$ cat src/rtl/math_result_buffer.sv
// math_result_buffer: FWFT FIFO that captures math_expression results and presents them over valid/ready.
// Tracks issued-but-not-captured results so the issuer only starts an operation that has a guaranteed slot.
module math_result_buffer #(
    parameter int W = 32,
    parameter int DEPTH = 8,
    localparam int QW = 2*W+4,
    localparam int CW = $clog2(DEPTH+1)
) (
    input  logic          clk,
    input  logic          reset,
    input  logic          in_valid,
    input  logic [QW-1:0] in_q,
    input  logic          in_rmd,
    input  logic          issue,
    output logic          can_issue,
    output logic          out_valid,
    input  logic          out_ready,
    output logic [QW-1:0] out_q,
    output logic          out_rmd,
    output logic [CW-1:0] count,
    output logic [CW-1:0] inflight,
    output logic          overflow,
    output logic          credit_err
);
    localparam int AW = (DEPTH > 1) ? $clog2(DEPTH) : 1;
    localparam int SW = CW + 1;

    logic [QW:0]   mem_q [DEPTH];
    logic [AW-1:0] wr_ptr_q, wr_ptr_d, rd_ptr_q, rd_ptr_d;
    logic [CW-1:0] count_q, count_d, inflight_q, inflight_d;
    logic          overflow_q, overflow_d, credit_err_q, credit_err_d;
    logic          push, pop;

    always_comb begin
        out_valid    = count_q != '0;
        out_q        = out_valid ? mem_q[rd_ptr_q][QW:1] : '0;
        out_rmd      = out_valid ? mem_q[rd_ptr_q][0] : 1'b0;
        can_issue    = (SW'(count_q) + SW'(inflight_q)) < SW'(DEPTH);
        pop          = out_valid & out_ready;
        push         = in_valid & ((count_q < CW'(DEPTH)) | pop);
        count_d      = count_q + CW'(push) - CW'(pop);
        wr_ptr_d     = wr_ptr_q + AW'(push);
        rd_ptr_d     = rd_ptr_q + AW'(pop);
        // Saturate at both ends so a misbehaving issuer cannot wrap the counter.
        inflight_d   = (issue & ~in_valid) ? ((&inflight_q) ? inflight_q : inflight_q + CW'(1)) :
                       (in_valid & ~issue & (inflight_q != '0)) ? inflight_q - CW'(1) : inflight_q;
        overflow_d   = overflow_q | (in_valid & ~push);
        credit_err_d = credit_err_q | (issue & ~can_issue) | (in_valid & (inflight_q == '0));
    end

    always_ff @(posedge clk) begin
        if (reset) begin
            wr_ptr_q     <= '0;
            rd_ptr_q     <= '0;
            count_q      <= '0;
            inflight_q   <= '0;
            overflow_q   <= 1'b0;
            credit_err_q <= 1'b0;
        end else begin
            wr_ptr_q     <= wr_ptr_d;
            rd_ptr_q     <= rd_ptr_d;
            count_q      <= count_d;
            inflight_q   <= inflight_d;
            overflow_q   <= overflow_d;
            credit_err_q <= credit_err_d;
        end
    end

    always_ff @(posedge clk) begin
        if (push) mem_q[wr_ptr_q] <= {in_q, in_rmd};
    end

    assign count      = count_q;
    assign inflight   = inflight_q;
    assign overflow   = overflow_q;
    assign credit_err = credit_err_q;
endmodule

$ cat config.mk
export PLATFORM = sky130hd
export DESIGN_NAME = math_result_buffer
export DESIGN_NICKNAME = d
export VERILOG_FILES = /design/src/rtl/math_result_buffer.sv
export SDC_FILE = /design/constraint.sdc
export NUM_CORES = 1
export LEC_CHECK = 0
export CORE_MARGIN = 2
export CORE_UTILIZATION = 58
export DETAILED_ROUTE_END_ITERATION = 16
export GPL_TIMING_DRIVEN = 0
export PLACE_DENSITY = 0.84
export SLEW_MARGIN = 0
export SYNTH_ARGS = -nofsm -noshare
export SYNTH_HDL_FRONTEND = slang
export SYNTH_SLANG_ARGS = --single-unit
$ cat constraint.sdc
create_clock -name clk -period 8.15 [get_ports clk]
set_clock_uncertainty 0.15 [all_clocks]
set_input_delay 1.63 -clock clk [delete_from_list [all_inputs] [get_ports clk]]
set_output_delay 1.63 -clock clk [all_outputs]
set_load 0.01 [all_outputs]
==> run notes, run 1 <==
fresh numbers from the pnr run: outcome=finished clean, RSZ-0062 raised after global routing=no, f_max=0.194 GHz, highest metal used=met5, EDFF count, synth=552, M1 WL=18.3 mm, biggest area cells=edfxtp_1 76%, mux4_2 14%, mux2i_1 3.2%, nor2_1 1.5%, dfxtp_1 1.5%, Initial DRT Pass Iterations=5, Port Buf Inserts=154, post-layout period usage=63.3%, Nets at Floorplan=1,068, initial antenna violation count=5, fraction of area in non-clock buffers=8.95%, Gate power share=29.1%, drt via density=6.03, Post-Synth Simple-Gate Area=2.05%, Non-clock buffers=232, tightest slew margin relative to the limit=32.6%, full die area=0.0393 mm^2, worst slew pin tran=1.01 ns, Cell Chain, Critical Path=inv_1 -> ha_1 -> nor3b_1 -> clkbuf_1 -> clkbuf_1 -> nor2_1 -> clkdlybuf4s50_1, fin. max-slew vios=0, critical path's slowest cell=clkbuf_1, routability cong.=0.730, Clock Path Buffers=3, Commonest cells post-synth=552 x edfxtp_1, 138 x mux4_2, 86 x nor2_1, post-synth top area cell=edfxtp_1, largest class=registers, global route hottest layer=met2, Final setup viols=0, VDD IR max=0.176 mV, R2R Setup Slk=4.27 ns, Synthesized registers=568, max cap viols=0, Synth-to-Final Area Change=19.6%, Root Buffer=clkbuf_16, Pleak=8.18 nW, Top cell excl fill/tap=edfxtp_1, utilization after layout=69.9%, Post-DRT Antenna Nets=0, tool warnings=26, compound-cell area share of the yosys netlist=0.423%, Setup crit end kind=primary output, Overall Global Routing Usage=24.7%, Synth Cell Area=0.0219 mm^2, Comb power=2.33 mW, largest net degree at the start of global routing=28, placed wire-length estimate=28.7 mm, Top non-seq family=multiplexers, CP top delay family=buffers and inverters, Total Power=8.02 mW, GR Util met2=40.9%, yosys xor share=0.240%, Die Y=198 um, area share, top type=75.8%, post-synth cell types=33, total grt overflow=0, PD cells=307 mW/mm^2, I/O pin total=155, YS warnings=0
## run 1: final timing paths
| check | startpoint | end | cells after the start |
|---|---|---|---|
| setup / recovery | count[2]$_SDFF_PP0_ | out_q[64] | 7 |
| hold / removal | overflow$_SDFF_PP0_ | overflow$_SDFF_PP0_ | 2 |
| setup reg to reg | count[3]$_SDFF_PP0_ | mem_q[0][31]$_DFFE_PP_ | 10 |
| hold reg to reg | overflow$_SDFF_PP0_ | overflow$_SDFF_PP0_ | 2 |
## run 1: state kept, by name, indices dropped and copies added (netlist names)
signal and cells:
mem_q 552, count 4, inflight 4, rd_ptr_q 3
wr_ptr_q 3, credit_err 1, overflow 1
Run 1, clock wires, drivers and flops:
The bar under the picture is 50 um long.
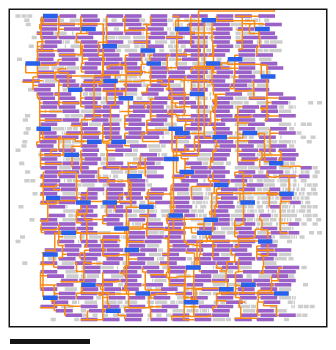
flip-flops: drawn in purple, count 568. cells driving clock nets: drawn in blue, count 52. clock wires: drawn in orange, length 5,640 um.
Position of the flops: all over the die. There are 53 routed clock nets.
Clk network pwr share: 27.9%
Late-Pin Clk Latency: 0.56 ns
P_clk: 2.24 mW

Run 1, clock nets:
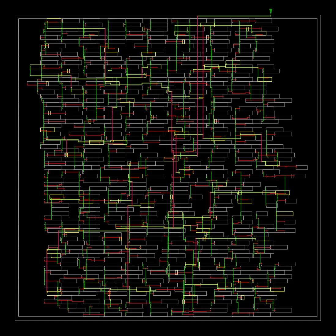
Flop Count: 568
number of buffers created by CTS: 52
clkbuf count: 75

Run 1, wiring heat map:
The bar under the picture is 50 um long. 40 x 40 tiles, from white (low) to dark blue (high), scaled to the fullest tile. Values are wire area over tile area, all layers added.
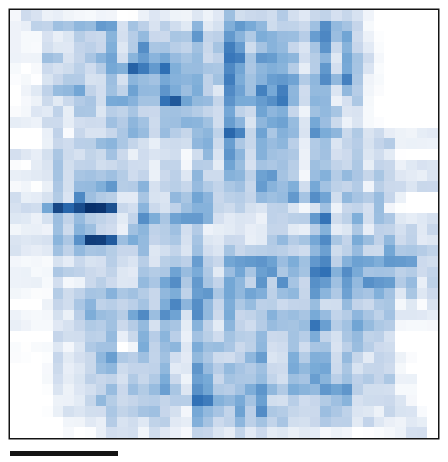
The fullest tile reaches 0.71. The mean over all tiles is 0.19. The densest ninth of the die: north. 10% of the tiles are over half the peak. 9.6% of the tiles are nearly empty.
final WL: 46.9 mm
Via Count: 10,665

Run 1, the metal 3 layer:
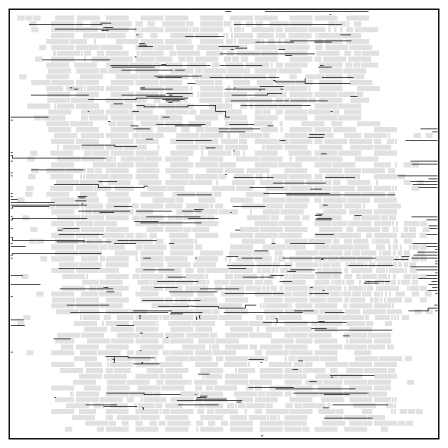
The wires run mostly horizontal. The layer holds 7.1% of the routed length.
met3 usage: 4.55%

Run 1, close-up of the layout:
Window x 79 to 119, y 79 to 119 um. Cells in gray, sequential cells in the stronger gray; small squares are vias.
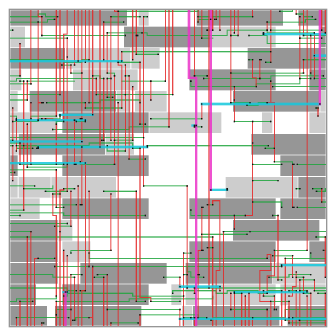

==> inputs of run 2 (changes only) <==
==> constraint.sdc (replaced) <==
create_clock -name clk -period 5.16 [get_ports clk]
set_clock_uncertainty 0.15 [all_clocks]
set_input_delay 1.032 -clock clk [delete_from_list [all_inputs] [get_ports clk]]
set_output_delay 1.032 -clock clk [all_outputs]
set_load 0.01 [all_outputs]
Run 2, close-up of the layout:
Window x 79 to 119, y 79 to 119 um. Cells in gray, sequential cells in the stronger gray; small squares are vias.
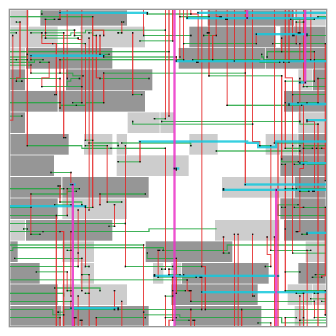
met2: drawn in red. met1: drawn in green. met3: drawn in cyan. met4: drawn in magenta.
Sequential cells in the window: 25. Netlist names of flops here include mem_q (25). 47 logic cells have their middle in the window. Most frequent: edfxtp_1 (25), mux4_2 (5).

==> run notes, run 2 <==
fresh numbers from the pnr run: count leader, synth=edfxtp_1 (unchanged), EDFF count, synth=552 (unchanged), Clk pin slew, worst setup/hold paths=0.06 ns (about the same), Synth-to-Final Area Change=20.3% (was 19.6%), routability cong.=0.748 (was 0.730), post-synth top area cell=edfxtp_1 (unchanged), R2R Setup Slk=1.25 ns (was 4.27 ns), wire length per cell=26.3 um (was 26.5 um), synthesis area per yosys=0.0219 mm^2 (unchanged), Seq pwr share=42.9% (was 43.1%), worst endpoint required time=3.98 ns (was 6.37 ns), min cycle time layout=4.50 ns, fin area=0.0263 mm^2 (was 0.0261 mm^2), starting DRC count in detailed routing=1,086 (was 1,084), tightest slew margin relative to the limit=36.0% (was 32.6%), Critical Path End=out_q[62] (was out_q[64]), Mux area share=17.5% (unchanged), post-layout period usage=87.1%, Cells after Synth=978 (unchanged), hold_buf cts=0 (unchanged), utilization after layout=70.4% (was 69.9%), Pleak=8.23 nW (was 8.18 nW), Setup Buffers After CTS=0 (unchanged), Clock Path Buffers=3 (unchanged), outcome=finished clean (unchanged), area share, top type=75.8% (unchanged), DP Area=0.0247 mm^2 (was 0.0246 mm^2), critical path class=reg -> out (unchanged), Initial Utilization=58.5% (unchanged), Post-Synth Simple-Gate Area=2.05% (unchanged), sequential element share of the synthesized area=77.3% (unchanged), CP max FO=10 (unchanged), Nets=1,303 (was 1,306), Synthesized registers=568 (unchanged), # clock sinks=568 (unchanged), Setup WS post-layout=0.665 ns (was 2.99 ns), first-pass GRT wire length=68.9 mm (was 70.1 mm), number of buffers created by CTS=53 (was 52), layout cells sized above 1=21.6% (was 21.8%), Overall Global Routing Usage=24.2% (was 24.7%), DRC=0 (unchanged), tool warnings=26 (unchanged), die x size=198 um (unchanged), Worst Hold Launch=overflow$_SDFF_PP0_ (unchanged), fin. max-slew vios=0 (unchanged), compound-cell area share of the yosys netlist=0.423% (unchanged), Avg Cell Area, Syn=22.4 um^2 (unchanged), total grt overflow=0 (unchanged), Arr. time, crit path=3.31 ns (was 3.38 ns), number of flip-flops in the largest register=552 (unchanged), PD cells=484 mW/mm^2 (was 307 mW/mm^2), placed wire-length estimate=28.5 mm (was 28.7 mm), Adder Area Share=0.984% (unchanged), Nets at Floorplan=1,068 (unchanged), Final Instance Count excl. Fillers=1,760 (was 1,768), pre-CTS WS=0.940 ns (was 3.36 ns), ANT cells=0 (was 3), Final Hold Viols=0 (unchanged), Worst Reg-to-Reg Cells=10 (unchanged), cts repair resizes=0 (unchanged), Seq. pwr=5.46 mW (was 3.45 mW), Hold Worst Slack=0.298 ns (was 0.302 ns), largest net degree at the start of global routing=26 (was 28), VDD IR max=0.358 mV (was 0.176 mV), Main power group=registers (unchanged), Post-DRT Antenna Nets=0 (unchanged), full die area=0.0393 mm^2 (unchanged), YS warnings=0 (unchanged), Switch Pwr=3.46 mW (was 2.19 mW), crit start category=flop (unchanged), CTS tree=done (unchanged), FP Rows=71 (unchanged), H-tree levels=2 (unchanged), Synth Cell Area=0.0219 mm^2 (unchanged), Net Sw Frac=27.2% (was 27.3%), Top non-seq family=multiplexers (unchanged), final WL=46.3 mm (was 46.9 mm), Top cell excl fill/tap=edfxtp_1 (unchanged), FF-to-FF Start=count[3]$_SDFF_PP0_ (unchanged), f_max=0.222 GHz, worst slew pin tran=0.960 ns (was 1.01 ns), ys cells=978 (unchanged), Comb power=3.71 mW (was 2.33 mW), Commonest cells post-synth=552 x edfxtp_1, 138 x mux4_2, 86 x nor2_1 (unchanged), drt via density=6.07 (was 6.03), Port Buf Inserts=154 (unchanged), Hold EP=overflow$_SDFF_PP0_ (unchanged), Initial DRT Pass Iterations=6 (was 5), yosys xor share=0.240% (unchanged), dpl cells=1,669 (was 1,673), Final setup viols=0 (unchanged), post-synth cell types=33 (unchanged), ys flop type=edfxtp_1 (unchanged), max cap viols=0 (unchanged), setup TNS=0 ns (unchanged), number of global-route vias before repair=10,924 (was 11,299), biggest area cells=edfxtp_1 76%, mux4_2 14%, mux2i_1 3.2%, nor2_1 1.5%, dfxtp_1 1.5% (unchanged), most frequent cells in the layout=552 x edfxtp_1, 154 x clkdlybuf4s50_1, 138 x mux4_2, 80 x nor2_1, 70 x mux2i_1 (unchanged), hold path cells=2 (unchanged), CP startpoint=count[2]$_SDFF_PP0_ (unchanged), class of the worst hold path=reg -> reg (unchanged), Via Count=10,675 (was 10,665), RSZ-0062 raised after global routing=no (unchanged), core area=0.0374 mm^2 (unchanged), initial antenna violation count=3 (was 5), RR Endpoint=mem_q[0][34]$_DFFE_PP_ (was mem_q[0][31]$_DFFE_PP_), I/O pin total=155 (unchanged), asr flop ratio synth=0% (unchanged), Gate power share=29.1% (about the same), Biggest register=mem_q (unchanged), Die Y=198 um (unchanged), Root Buffer=clkbuf_16 (unchanged), Power Internal=9.27 mW (was 5.83 mW), Total Power=12.7 mW (was 8.02 mW), Setup crit end kind=primary output (unchanged)
Run 2, clock wires, drivers and flops:
The bar under the picture is 50 um long.
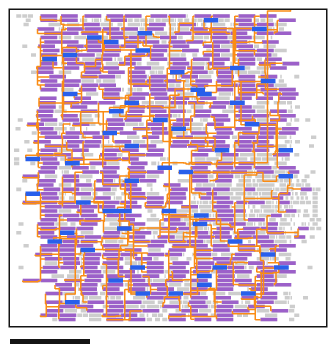
flip-flops: drawn in purple, count 568. cells driving clock nets: drawn in blue, count 53. clock wires: drawn in orange, length 5,690 um.
There are 54 routed clock nets. Position of the flops: all over the die.
P_clk: 3.57 mW
Clk network pwr share: 28.0%
Late-Pin Clk Latency: 0.58 ns

==> run 2: worst max-delay path: stages, from the launching register on <==
cell	delay, ns
dfxtp_1	0.33
inv_1	0.09
ha_1	0.14
nor3b_1	0.17
clkbuf_1	0.60
clkbuf_1	0.68
nor2_1	0.19
clkdlybuf4s50_1	0.54
==> run 2: layout make-up <==
| cell class | instances | area, um^2 |
|---|---|---|
| repair buffers | 180 | 2170 |
| well taps | 511 | 639 |
| inverters | 10 | 37.5 |
| fillers | 2151 | 11100 |
| clock inverters | 21 | 125 |
| plain buffers | 48 | 308 |
| flip-flops and latches | 568 | 16900 |
| clock buffers | 70 | 1440 |
| multi-input cells | 352 | 4700 |
==> run 2: per-layer routing <==
layer  routed length (um)  track usage [%]
met1                18700             34.4
met2                22900             38.6
met3                 3620             4.82
met4                 1110             7.46
met5                   46                0
Power figures rest on the tool's default switching activity, not on a simulated workload.
